Fig. 1: routed clock nets over the placement
Drawn at 6 px/um.
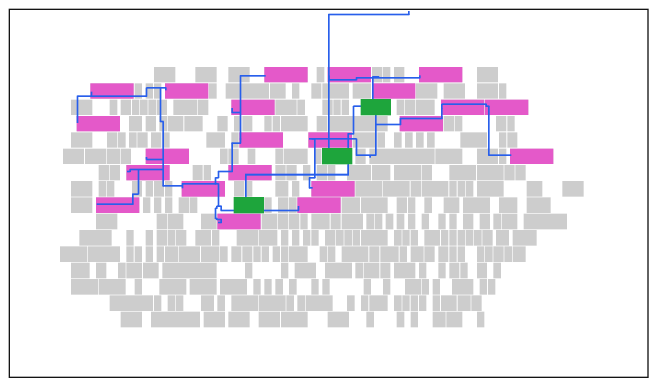
Fig. 2: selected gate families
Drawn at 3 px/um.
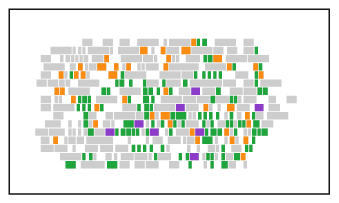
Fig. 3: wiring by layer
Drawn at 3 px/um.
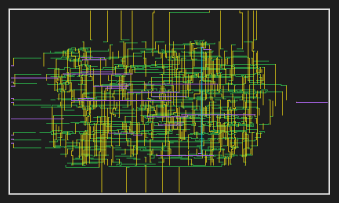
<file path="src/rtl/bcd_to_binary13.sv">
// rtl/bcd_to_binary13.sv - digit-serial BCD to 13-bit binary converter
//
// Purpose:
//   Takes BCD digits most-significant first over a valid/ready handshake.
//   Each accepted digit updates the result as Value = Value*10 + Digit,
//   saturating at 2^WIDTH-1. The conversion ends on DigitLast or after
//   NUM_DIGITS legal digits, and Done pulses for one cycle.
//
// Ports:
//   Clk        in   system clock, rising edge
//   Reset_n    in   synchronous active-low reset
//   Start      in   begin / restart a conversion, clears accumulator and flags
//   Digit      in   BCD digit, MSD first
//   DigitValid in   Digit is presented
//   DigitLast  in   Digit is the final one of this conversion
//   DigitReady out  Digit is consumed this cycle when DigitValid is high
//   Busy       out  conversion in progress
//   Done       out  one-cycle pulse, Value is final
//   Value      out  running / final binary result
//   Overflow   out  sticky, result saturated
//   Error      out  sticky, a non-BCD digit was consumed

module bcd_to_binary13 #(
    parameter int NUM_DIGITS = 4,
    parameter int WIDTH      = 13
) (
    input  logic             Clk,
    input  logic             Reset_n,
    input  logic             Start,
    input  logic [3:0]       Digit,
    input  logic             DigitValid,
    input  logic             DigitLast,
    output logic             DigitReady,
    output logic             Busy,
    output logic             Done,
    output logic [WIDTH-1:0] Value,
    output logic             Overflow,
    output logic             Error
);

    localparam int CW = $clog2(NUM_DIGITS + 1);
    // Value*10 + 9 fits in WIDTH+4 bits, so the sum never wraps before
    // the saturation compare.
    localparam int SW = WIDTH + 4;

    localparam logic [SW-1:0]    SAT_EXT  = {{4{1'b0}}, {WIDTH{1'b1}}};
    localparam logic [WIDTH-1:0] SAT      = {WIDTH{1'b1}};
    localparam logic [CW-1:0]    LAST_CNT = CW'(NUM_DIGITS - 1);

    typedef enum logic [1:0] {
        S_IDLE   = 2'd0,
        S_ACCEPT = 2'd1,
        S_DONE   = 2'd2
    } state_t;

    state_t           r_state;
    logic [WIDTH-1:0] r_value;
    logic [CW-1:0]    r_count;
    logic             r_overflow;
    logic             r_error;
    logic             r_busy;
    logic             r_done;

    logic [SW-1:0]    w_value_ext;
    logic [SW-1:0]    w_sum;
    logic             w_legal;
    logic             w_ready;
    logic             w_xfer;
    logic             w_end;

    assign w_value_ext = {{4{1'b0}}, r_value};
    assign w_sum       = (w_value_ext << 3) + (w_value_ext << 1)
                       + {{(SW-4){1'b0}}, Digit};
    assign w_legal     = (Digit <= 4'd9);

    // A concurrent Start wins over the digit, so the digit is refused.
    assign w_ready     = (r_state == S_ACCEPT) && !Start;
    assign w_xfer      = DigitValid && w_ready;

    // Illegal digits never advance the count, so only a legal digit can
    // complete the digit budget.
    assign w_end       = DigitLast || (w_legal && (r_count == LAST_CNT));

    always_ff @(posedge Clk) begin
        if (!Reset_n) begin
            r_state    <= S_IDLE;
            r_value    <= '0;
            r_count    <= '0;
            r_overflow <= 1'b0;
            r_error    <= 1'b0;
            r_busy     <= 1'b0;
            r_done     <= 1'b0;
        end else begin
            case (r_state)
                S_IDLE: begin
                    r_done <= 1'b0;
                    if (Start) begin
                        r_state    <= S_ACCEPT;
                        r_busy     <= 1'b1;
                        r_value    <= '0;
                        r_count    <= '0;
                        r_overflow <= 1'b0;
                        r_error    <= 1'b0;
                    end
                end

                S_ACCEPT: begin
                    if (Start) begin
                        r_value    <= '0;
                        r_count    <= '0;
                        r_overflow <= 1'b0;
                        r_error    <= 1'b0;
                    end else if (w_xfer) begin
                        if (w_legal) begin
                            r_count <= r_count + CW'(1);
                            // Once saturated the result stays pinned.
                            if (r_overflow || (w_sum > SAT_EXT)) begin
                                r_value    <= SAT;
                                r_overflow <= 1'b1;
                            end else begin
                                r_value <= w_sum[WIDTH-1:0];
                            end
                        end else begin
                            r_error <= 1'b1;
                        end
                        if (w_end) begin
                            r_state <= S_DONE;
                            r_busy  <= 1'b0;
                            r_done  <= 1'b1;
                        end
                    end
                end

                S_DONE: begin
                    r_done <= 1'b0;
                    if (Start) begin
                        r_state    <= S_ACCEPT;
                        r_busy     <= 1'b1;
                        r_value    <= '0;
                        r_count    <= '0;
                        r_overflow <= 1'b0;
                        r_error    <= 1'b0;
                    end else begin
                        r_state <= S_IDLE;
                    end
                end

                default: begin
                    r_state <= S_IDLE;
                    r_busy  <= 1'b0;
                    r_done  <= 1'b0;
                end
            endcase
        end
    end

    assign DigitReady = w_ready;
    assign Busy       = r_busy;
    assign Done       = r_done;
    assign Value      = r_value;
    assign Overflow   = r_overflow;
    assign Error      = r_error;

endmodule

</file>
<file path="config.mk">
export PLATFORM = sky130hd
export DESIGN_NAME = bcd_to_binary13
export DESIGN_NICKNAME = d
export VERILOG_FILES = /design/src/rtl/bcd_to_binary13.sv
export SDC_FILE = /design/constraint.sdc
export NUM_CORES = 1
export LEC_CHECK = 0
export ABC_AREA = 1
export CAP_MARGIN = 20
export CORE_ASPECT_RATIO = 0.5
export CORE_MARGIN = 8
export CORE_UTILIZATION = 47
export CTS_CLUSTER_DIAMETER = 80
export CTS_CLUSTER_SIZE = 40
export DETAILED_ROUTE_END_ITERATION = 16
export PLACE_DENSITY = 0.73
export SYNTH_ARGS = -nofsm -noshare
export SYNTH_HDL_FRONTEND = slang
export SYNTH_SLANG_ARGS = --single-unit
export TNS_END_PERCENT = 10
</file>
<file path="constraint.sdc">
create_clock -name Clk -period 3 [get_ports Clk]
set_input_delay 0.75 -clock Clk [delete_from_list [all_inputs] [get_ports Clk]]
set_output_delay 0.75 -clock Clk [all_outputs]
set_load 0.05 [all_outputs]
</file>
==> out/qor.yml <==
outcome: "completed"
slew_headroom: 0.6253
ys_area_mm2: 0.001912
hold_start: "Error$_SDFFE_PN0P_"
ff_count: 22
yosysMostFrequentCell: "nand2_1"
crit_start: "Digit[3]"
numSynthFlops: 22
rows: 16
cellPowerDensity_mw_per_mm2: 297.1
min_period_ns: 2.826
pg_seq_w: 0.000311
p_comb_w: 0.000162
ys_warn_count: 0
ys_seq_frac: 0.2304
synth_adder_area_share: 0.1976
wl_met3_um: 293
cts_tree: "yes"
top_cells_by_area: "dfxtp_1 (23%), ha_1 (18%), nand2_1 (16%)"
fin_crit_sh: 0.9419
synthArstFlopShare: 0
use_met1: 0.2053
combPwrFrac: 0.215
busiest_layer: "met2"
min_path_cells: 2
power.total_w: 0.0007555
grt_pass1_vias: 1867
r2r_cells: 17
met3_usage: 0.02192
layout.cells.most_common: "nand2_1"
dr_total_vias: 1975
hold_buffers: 0
fillCellCount: 349
buffers_excl_clock: 45
ctsLongestPathBuffers: 2
final_max_slew_viol_count: 0
max_stage_delay_ns: 0.54
synth-main-ff-cell: "dfxtp_1"
critPathSlowestCell: "fa_1"
drtPass1Iterations: 4
yosysTopAreaCell: "dfxtp_1"
ys_sh_simple: 0.3207
clk_transition_reported_paths_ns: 0.09
syn_nets: 327
clock_buffers: 3
wl_mm: 4.989
setup.worst_path.end: "Value[8]$_SDFFE_PN0P_"
tightestPinTransition_ns: 0.5586
netlist_instances: 289
seqPwrFrac: 0.411
grt.total_usage: 0.1565
num-multi-input-gates: 218
ir_worst_vdd_v: 0.0001811
grt-ovfl-total: 0
diodes: 0
r2r_start: "Value[2]$_SDFFE_PN0P_"
cts.sinks: 22
p_switching_w: 0.0002108
nWellTaps: 54
largest_class: "multi-input combinational cells"
synthTopCellsByCount: "nand2_1 (79), inv_1 (43), a21oi_1 (29)"
fmax_ghz: 0.3539
routedWlPerCell_um: 12.89
ys_sh_aoi: 0.1093
hold_class: "reg -> reg"
rr_endpoint: "Value[8]$_SDFFE_PN0P_"
cellInternalPower_w: 0.0005447
placed_cell_area_mm2: 0.002316
worst_hold_path.endpoint: "Error$_SDFFE_PN0P_"
grt_max_degree: 18
ff_latch_area_um2: 440.4
synth_cell_types: 27
nets: 372
utilization: 0.6513
synthTopLogicFamily: "simple AND/OR/NAND/NOR gates"
xor_area_frac: 0.03665
seq_share: 0.1732
most-common-layout-cells: "nand2_1 (76), inv_1 (41), a21oi_1 (25)"
area_growth_pct: 32.98
die_w_um: 106.2
via_per_inst: 5.103
holdWs_ns: 0.4714
clock_latency_ns: 0.27
criticalPathCategory: "in -> reg"
avgSynthCellArea_um2: 6.615
place_hpwl_mm: 3.884
yosys_cells: 289
setup_slack_ns: 0.1744
antenna_left: 0
edf_count: 0
top_layer_used: "met4"
swShare: 0.2790
r2r_slack_ns: 0.35
cp_max_fo: 7
drt_iter0_drc: 107
grt_antenna_before_repair: 0
cts_setup_buffers: 6
die_area_mm2: 0.006489
crit_arrival_ns: 2.97
drc: 0
setup_viol_count_final: 0
preCtsSetupSlack_ns: -0.5070
openroad.warnings: 26
stdcell_area_mm2: 0.002542
p_clk_w: 0.000282
root_buffer: "clkbuf_8"
drive_above_1_share: 0.1502
yosys.area.top_type_share: 0.2304
dp.cells: 376
numCtsBuffers: 3
dieHeight_um: 61.10
p_clk_frac: 0.374
cpLargestDelayFamily: "adder cells"
ys_sh_mux: 0
cp_num_cells: 18
met2_length_mm: 2.256
path_buffers: 5
numPortBuffers: 26
met1Wirelength_mm: 2.403
grt_pass1_wl_mm: 8.431
rsz0062_at_grt: "false"
p_leak_nw: 1.291
cts_resized: 17
maxPowerGroup: "registers"
clock_area_frac: 0.02805
final_hold_viol_count: 0
globalRouteMet2Util: 0.2694
buffer_area_frac: 0.1811
io_pins: 27
cp-start-kind: "input port"
cp_cell_sequence: "dlygate4sd2_1 > inv_1 > fa_1 > inv_2 > ha_4 > nand2_1 > nand2_1 > nand3_2 > nand2_2 > nand2_2 > nand3_1 > nand2_2 > nor2_4 > buf_6 > buf_16 > nand3_1 > nand2_1 > a21oi_2"
Notes on Fig. 1 above:
[clock drivers] green | count: 3
[clock wires] blue | length: 290 um
[flip-flops] magenta | count: 22
routed clock nets	4

Notes on Fig. 2 above:
family	color	cells
NAND gates	green	109
XOR/XNOR gates	purple	8
inverting AOI/OAI gates	orange	40
Comb/total area: 0.5261
final std cells w/o fill: 387

Notes on Fig. 3 above:
layer	color	wire length
metal 3	purple	294 um
metal 2	yellow	2260 um
metal 1	green	2400 um
metal 4	cyan	35.4 um

